$ cat src/rtl/lsen_i2c_arbiter.sv
// lsen_i2c_arbiter: round-robin arbiter that shares one I2C byte engine
// between NUM_REQ register-access requesters, with a GO/END handshake,
// a WAIT timeout and an idle guard gap between transactions.
`timescale 1ns/1ps

module lsen_i2c_arbiter #(
  parameter int unsigned NUM_REQ     = 3,
  parameter int unsigned TIMEOUT_CYC = 20000,
  parameter int unsigned GAP_CYC     = 250
) (
  input  logic                   i_clk_50,
  input  logic                   i_reset_n,
  input  logic [NUM_REQ-1:0]     i_req,
  input  logic [NUM_REQ-1:0]     i_req_rw,
  input  logic [8*NUM_REQ-1:0]   i_req_ptr,
  input  logic [8*NUM_REQ-1:0]   i_req_wdata,
  output logic [NUM_REQ-1:0]     o_gnt,
  output logic [NUM_REQ-1:0]     o_done,
  output logic [7:0]             o_rdata,
  output logic                   o_err,
  output logic [7:0]             o_err_cnt,
  output logic                   o_eng_go,
  output logic                   o_eng_rw,
  output logic [7:0]             o_eng_ptr,
  output logic [7:0]             o_eng_wdata,
  input  logic                   i_eng_end,
  input  logic                   i_eng_ack_ok,
  input  logic [7:0]             i_eng_rdata
);

  localparam int unsigned IDX_W = (NUM_REQ > 1) ? $clog2(NUM_REQ) : 1;

  typedef enum logic [1:0] {ST_IDLE, ST_WAIT, ST_GAP} state_t;

  state_t           r_state;
  logic [IDX_W-1:0] r_last;
  logic [15:0]      r_tmo;
  logic [15:0]      r_gap;
  logic             r_sync1;
  logic             r_sync2;
  logic             r_end_d;

  logic             w_end_rise;
  logic             w_any;
  logic [IDX_W-1:0] w_win;
  logic             w_rw;
  logic [7:0]       w_ptr;
  logic [7:0]       w_wdata;

  // Rising edge of the synchronized engine END level
  assign w_end_rise = r_sync2 & ~r_end_d;

  // Round-robin search starting just after the last winner
  always_comb begin
    w_any = 1'b0;
    w_win = '0;
    for (int unsigned i = 1; i <= NUM_REQ; i++) begin
      if (!w_any && i_req[IDX_W'((32'(r_last) + i) % NUM_REQ)]) begin
        w_any = 1'b1;
        w_win = IDX_W'((32'(r_last) + i) % NUM_REQ);
      end
    end
  end

  // Transaction fields of the winning slot
  always_comb begin
    w_rw    = i_req_rw[w_win];
    w_ptr   = 8'(i_req_ptr >> {w_win, 3'b000});
    w_wdata = 8'(i_req_wdata >> {w_win, 3'b000});
  end

  // Synchronizer, sequencer FSM and registered outputs
  always_ff @(posedge i_clk_50 or negedge i_reset_n) begin
    if (!i_reset_n) begin
      r_state     <= ST_IDLE;
      r_last      <= IDX_W'(NUM_REQ - 1);
      r_tmo       <= '0;
      r_gap       <= '0;
      r_sync1     <= 1'b0;
      r_sync2     <= 1'b0;
      r_end_d     <= 1'b0;
      o_gnt       <= '0;
      o_done      <= '0;
      o_rdata     <= '0;
      o_err       <= 1'b0;
      o_err_cnt   <= '0;
      o_eng_go    <= 1'b0;
      o_eng_rw    <= 1'b0;
      o_eng_ptr   <= '0;
      o_eng_wdata <= '0;
    end else begin
      r_sync1 <= i_eng_end;
      r_sync2 <= r_sync1;
      r_end_d <= r_sync2;
      o_done  <= '0;
      case (r_state)
        ST_IDLE: begin
          if (w_any) begin
            o_gnt       <= NUM_REQ'(1) << w_win;
            o_eng_rw    <= w_rw;
            o_eng_ptr   <= w_ptr;
            o_eng_wdata <= w_wdata;
            o_eng_go    <= 1'b1;
            r_last      <= w_win;
            r_tmo       <= '0;
            r_state     <= ST_WAIT;
          end
        end
        ST_WAIT: begin
          if (w_end_rise || (r_tmo == 16'(TIMEOUT_CYC - 1))) begin
            o_eng_go <= 1'b0;
            o_gnt    <= '0;
            o_done   <= NUM_REQ'(1) << r_last;
            if (w_end_rise) begin
              if (o_eng_rw) begin
                o_rdata <= i_eng_rdata;
              end
              o_err <= ~i_eng_ack_ok;
              if (!i_eng_ack_ok && (o_err_cnt != 8'hFF)) begin
                o_err_cnt <= o_err_cnt + 8'd1;
              end
            end else begin
              o_err <= 1'b1;
              if (o_err_cnt != 8'hFF) begin
                o_err_cnt <= o_err_cnt + 8'd1;
              end
            end
            r_gap   <= '0;
            r_state <= ST_GAP;
          end else begin
            r_tmo <= r_tmo + 16'd1;
          end
        end
        ST_GAP: begin
          if (r_gap == 16'(GAP_CYC - 1)) begin
            r_state <= ST_IDLE;
          end else begin
            r_gap <= r_gap + 16'd1;
          end
        end
        default: r_state <= ST_IDLE;
      endcase
    end
  end

endmodule

$ cat config.mk
export PLATFORM = sky130hd
export DESIGN_NAME = lsen_i2c_arbiter
export DESIGN_NICKNAME = d
export VERILOG_FILES = /design/src/rtl/lsen_i2c_arbiter.sv
export SDC_FILE = /design/constraint.sdc
export NUM_CORES = 1
export LEC_CHECK = 0
export CELL_PAD_IN_SITES_DETAIL_PLACEMENT = 0
export CELL_PAD_IN_SITES_GLOBAL_PLACEMENT = 1
export CORE_MARGIN = 1
export CORE_UTILIZATION = 40
export DETAILED_ROUTE_END_ITERATION = 10
export GPL_ROUTABILITY_DRIVEN = 1
export PLACE_DENSITY_LB_ADDON = 0.12
export SETUP_SLACK_MARGIN = 0.15
export SLEW_MARGIN = 20
export SYNTH_ARGS = -nofsm -noshare
export SYNTH_HDL_FRONTEND = slang
export SYNTH_SLANG_ARGS = --single-unit
$ cat constraint.sdc
create_clock -name i_clk_50 -period 4.5 [get_ports i_clk_50]
set_clock_uncertainty 0.05 [all_clocks]
set_input_delay 0.9 -clock i_clk_50 [delete_from_list [all_inputs] [get_ports i_clk_50]]
set_output_delay 0.9 -clock i_clk_50 [all_outputs]
set_load 0.01 [all_outputs]
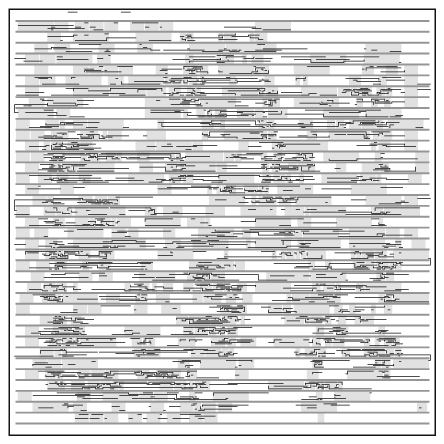
(run_1/layer_met1.png)
(4 px per µm) Supply wires on this layer in grey.
wire length on this layer = 5130 µm
main direction = horizontal
share of all routed wire = 46%
nets with wire on the layer = 525
WL final: 11.21 mm
via count: 3766
routing usage on met1: 0.2791

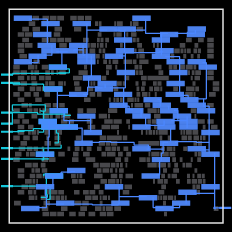
(run_1/io_fan.png)
(2 px per µm)
blue -> i_reset_n  # bits 1, direction input, edge east, end cells 80, buffers 2, wire 716 µm
cyan -> o_eng_ptr  # bits 8, direction output, edge west, end cells 8, buffers 8, wire 318 µm
IO Pins: 107
Buffers on Ports: 106

==> flow_metrics.py, run 1 <==
# Synthesis and PnR figures
metrics = {
    "layout": {
        "buf_share": 0.1957,
        "flop_area_mm2": 0.002003,
        "final_cell_mix": "clkdlybuf4s50_1, dfrtp_1, nand3_1, nand2_1, nor2_1",
        "num_antenna_cells": 0,
        "num-nets-final": 604,
        "comb_cells": 313,
        "comb_area_frac": 0.3770,
    },
    "power": {
        "leakage_uw": 0.002336,
        "maxPowerGroup": "combinational logic",
        "internal_power_uw": 2140,
        "p_sw_uw": 1576,
        "ir_worst_vdd_mv": 0.3447,
    },
    "status": {
        "status": "completed",
    },
    "setup_path": {
        "path_buffers": 2,
        "cp-startpoint": "i_req[1]",
        "cp-endpoint": "o_gnt[0]",
        "timing.rr.start": "r_last[1]",
        "required_ps": 4720,
        "max_stage_delay_ps": 920,
    },
    "flow_run": {
        "maxCapViolations": 0,
    },
    "timing": {
        "post-route-period-util": 0.7447,
        "max_slew_margin": 0.3099,
        "worstMarginPinSlew_ps": 1035,
    },
    "min_path": {
        "holdPathEnd": "r_sync2",
        "hold_class": "reg2reg",
        "min_from": "r_sync1",
    },
    "routing": {
        "via_per_inst": 5.621,
        "wire_per_inst_um": 16.73,
    },
    "synth": {
        "synth-simple-area-share": 0.2012,
        "yosysTopAreaCell": "dfrtp_1",
        "netlist.area_leader.share": 0.4561,
        "mux_share": 0.04301,
        "ys_async_sr_fraction": 1.000,
        "postSynthAreaPerCell_um2": 10.03,
        "synth_cells": 432,
        "yosys-stat-cells": 432,
        "ys_sh_adder": 0.02598,
        "ys_types": 55,
    },
    "die": {
        "nWellTaps": 136,
        "chip_area_mm2": 0.01126,
    },
    "clock_tree": {
        "cts_setup_buffers": 0,
        "clk_pin_slew_ps": 80,
        "cts_sinks": 80,
        "h-tree-depth": 3,
    },
    "global_routing": {
        "antenna_found_initial": 0,
        "grt_util_met2": 0.3338,
    },
    "placement": {
        "placed_cell_area_mm2": 0.005488,
    },
}
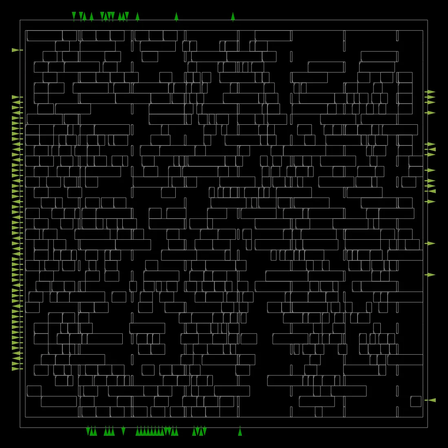
(run_1/placement.png)
Layout Cells excl Fill: 670
sequential share of cell area: 0.3505

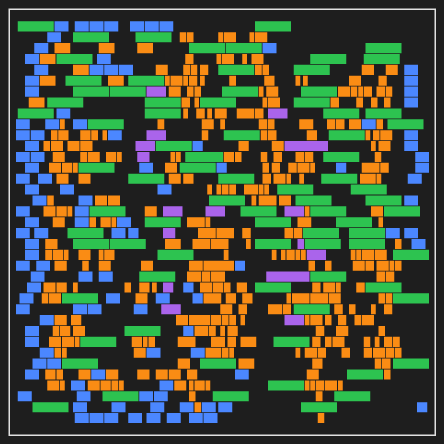
(run_1/placement_by_type.png)
(4 px per µm)
orange -> combinational and other logic  # cells 324
green -> flops  # cells 80
purple -> clock drivers and dummy loads  # cells 16
blue -> other buffers and delay cells  # cells 114
fin util: 0.5487
final instance area: 0.005715 mm²
Site Rows: 37
core area: 0.01042 mm²

## Run 2: what changed since run 1
--- a/config.mk
+++ b/config.mk
@@ -8,7 +8,7 @@
 export CELL_PAD_IN_SITES_DETAIL_PLACEMENT = 0
 export CELL_PAD_IN_SITES_GLOBAL_PLACEMENT = 1
 export CORE_MARGIN = 1
-export CORE_UTILIZATION = 40
+export CORE_UTILIZATION = 34
 export DETAILED_ROUTE_END_ITERATION = 10
 export GPL_ROUTABILITY_DRIVEN = 1
 export PLACE_DENSITY_LB_ADDON = 0.12
==> constraint.sdc (replaced) <==
create_clock -name i_clk_50 -period 2.9 [get_ports i_clk_50]
set_clock_uncertainty 0.05 [all_clocks]
set_input_delay 0.58 -clock i_clk_50 [delete_from_list [all_inputs] [get_ports i_clk_50]]
set_output_delay 0.58 -clock i_clk_50 [all_outputs]
set_load 0.01 [all_outputs]
==> run 2 against run 1 <==
Sequential power increased by 57%. Combinational power increased by 76%. Routed wire length increased by 4.5%. Utilization decreased by 5.7 points. Flip-flop count unchanged. Largest cell class unchanged.
==> flow_metrics.py, run 2 <==
# Synthesis and PnR figures
metrics = {
    "layout": {
        "sh_seq_area": 0.3335,
        "num_antenna_cells": 0,
        "comb_area_frac": 0.3664,
        "num-nets-final": 615,
        "buf_share": 0.2125,
        "fin_cells": 711,
        "final_cell_mix": "clkdlybuf4s50_1, dfrtp_1, nand3_1, nand2_1, nor2_1",
        "flop_area_mm2": 0.002003,
        "final_area_mm2": 0.006007,
    },
    "setup_path": {
        "cp-startpoint": "r_last[1]",
        "path_buffers": 2,
        "max_stage_delay_ps": 550,
        "required_ps": 3060,
        "cp-endpoint": "o_eng_ptr[1]",
    },
    "routing": {
        "via_per_inst": 5.359,
        "wl_mm": 11.72,
    },
    "power": {
        "leakage_uw": 0.002452,
        "internal_power_uw": 3772,
        "p_sw_uw": 2583,
    },
    "placement": {
        "placed_cell_area_mm2": 0.005658,
    },
    "die": {
        "chip_area_mm2": 0.01320,
        "nWellTaps": 168,
        "io-pin-count": 107,
    },
    "flow_run": {
        "maxCapViolations": 0,
    },
    "synth": {
        "netlist.area_leader.share": 0.4561,
        "synth-simple-area-share": 0.2012,
        "ys_sh_adder": 0.02598,
        "synth_cells": 432,
        "yosys-stat-cells": 432,
        "mux_share": 0.04301,
    },
    "global_routing": {
        "antenna_found_initial": 0,
        "grt_util_met2": 0.2988,
    },
    "clock_tree": {
        "cts_setup_buffers": 2,
    },
    "status": {
        "status": "completed",
    },
    "timing": {
        "worstMarginPinSlew_ps": 701.9,
        "post-route-period-util": 0.9271,
    },
}
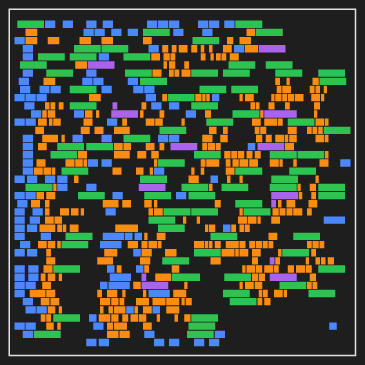
(run_2/placement_by_type.png)
(3 px per µm)
purple -> clock drivers and dummy loads  # cells 14
blue -> other buffers and delay cells  # cells 125
orange -> combinational and other logic  # cells 324
green -> flops  # cells 80
Site Rows: 40
fin util: 0.4919

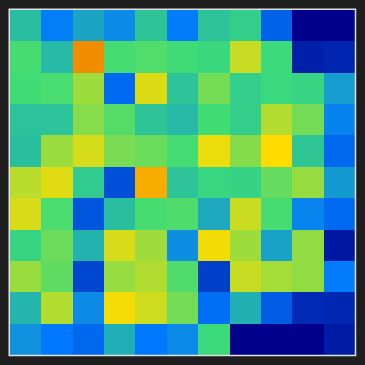
(run_2/cell_density.png)
(3 px per µm) The die is cut into 11 by 11 equal tiles; dark blue is low, red is high, 0 to 100% covered.
tiles over 75% full = 2.5%
fullest tile = 84%
mean over tiles = 44%
emptiest ninth of the die = south-east
nearly empty tiles = 4.1%
FP Core Util: 0.3549
core area: 0.01221 mm²

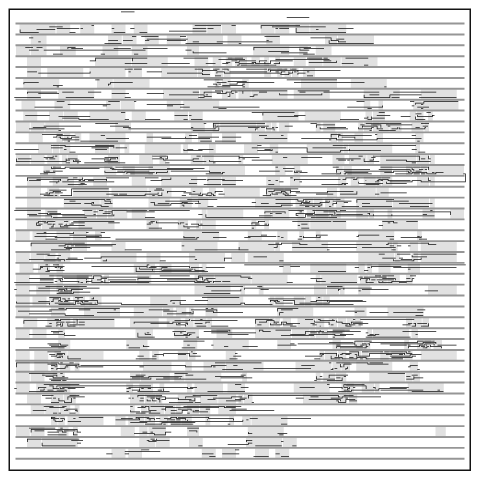
(run_2/layer_met1.png)
(4 px per µm) Supply wires on this layer in grey.
main direction = horizontal
nets with wire on the layer = 536
share of all routed wire = 45%
via count: 3810
routing usage on met1: 0.2437

## Run 3: what changed since run 2
--- a/config.mk
+++ b/config.mk
@@ -5,6 +5,7 @@
 export SDC_FILE = /design/constraint.sdc
 export NUM_CORES = 1
 export LEC_CHECK = 0
+export ABC_AREA = 1
 export CELL_PAD_IN_SITES_DETAIL_PLACEMENT = 0
 export CELL_PAD_IN_SITES_GLOBAL_PLACEMENT = 1
 export CORE_MARGIN = 1
==> run 3 against run 2 <==
First-iteration DRC count rose by 26%. Clock-buffer cell count up 3. Critical path depth rose by 5. Global-route usage is 1.3 points lower. Fmax grew 7.1%. Critical path type unchanged. Sequential share of layout area decreased by 1.3 points. Power shrank 2.3%. Non-clock buffer count shrank 16. Final cell count up 23%. Routed wire length rose by 0.81%. Register-to-register slack gained 180 ps.
==> flow_metrics.py, run 3 <==
# Synthesis and PnR figures
metrics = {
    "status": {
        "status": "completed",
    },
    "placement": {
        "placed_cell_area_mm2": 0.005949,
        "io_buffers": 106,
    },
    "synth": {
        "synth_cells": 584,
        "ys_async_sr_fraction": 1.000,
        "ys_sh_adder": 0.02374,
        "synth-simple-area-share": 0.3223,
        "netlist.area_leader.share": 0.4168,
        "ys_types": 40,
        "mux_share": 0.01899,
        "yosysTopAreaCell": "dfrtp_1",
    },
    "power": {
        "ir_worst_vdd_mv": 0.5732,
        "maxPowerGroup": "combinational logic",
        "leakage_uw": 0.002802,
        "p_sw_uw": 2732,
        "internal_power_uw": 3476,
    },
    "timing": {
        "worstMarginPinSlew_ps": 633.2,
        "post-route-period-util": 0.8652,
    },
    "clock_tree": {
        "cts_setup_buffers": 0,
        "cts_sinks": 80,
        "clk_pin_slew_ps": 60,
        "h-tree-depth": 3,
    },
    "die": {
        "io-pin-count": 107,
        "nWellTaps": 176,
        "chip_area_mm2": 0.01443,
    },
    "layout": {
        "num_antenna_cells": 0,
        "fin_cells": 872,
        "final_cell_mix": "nand2_1, clkdlybuf4s50_1, dfrtp_1, inv_1, nand3_1",
        "comb_cells": 418,
        "num-nets-final": 767,
    },
    "routing": {
        "via_per_inst": 4.741,
    },
    "setup_path": {
        "timing.rr.start": "r_last[1]",
        "path_buffers": 2,
        "cp-endpoint": "o_eng_wdata[4]",
    },
    "flow_run": {
        "maxCapViolations": 0,
    },
    "global_routing": {
        "antenna_found_initial": 0,
    },
}
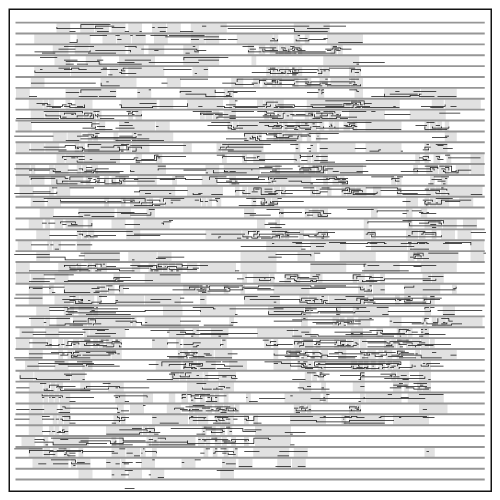
(run_3/layer_met1.png)
(4 px per µm) Supply wires on this layer in grey.
share of all routed wire = 48%
longest straight run = 33.6 µm
main direction = horizontal
WL final: 11.81 mm
routing usage on met1: 0.2254
via count: 4134

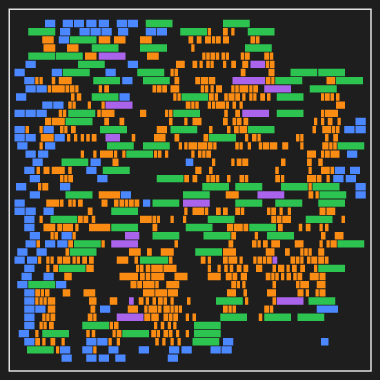
(run_3/placement_by_type.png)
(3 px per µm)
orange -> combinational and other logic  # cells 492
blue -> other buffers and delay cells  # cells 109
purple -> clock drivers and dummy loads  # cells 15
green -> flops  # cells 80
core area: 0.01340 mm²
fin util: 0.4669
final instance area: 0.006256 mm²
Site Rows: 42
sequential share of cell area: 0.3202

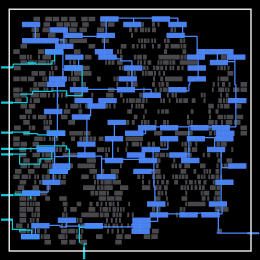
(run_3/io_fan.png)
(2 px per µm)
blue -> i_reset_n  # bits 1, direction input, edge east, end cells 80, buffers 2, wire 767 µm
cyan -> o_eng_ptr  # bits 8, direction output, edge 7 west, 1 south, end cells 8, buffers 8, wire 284 µm

Power figures rest on the tool's default switching activity, not on a simulated workload.
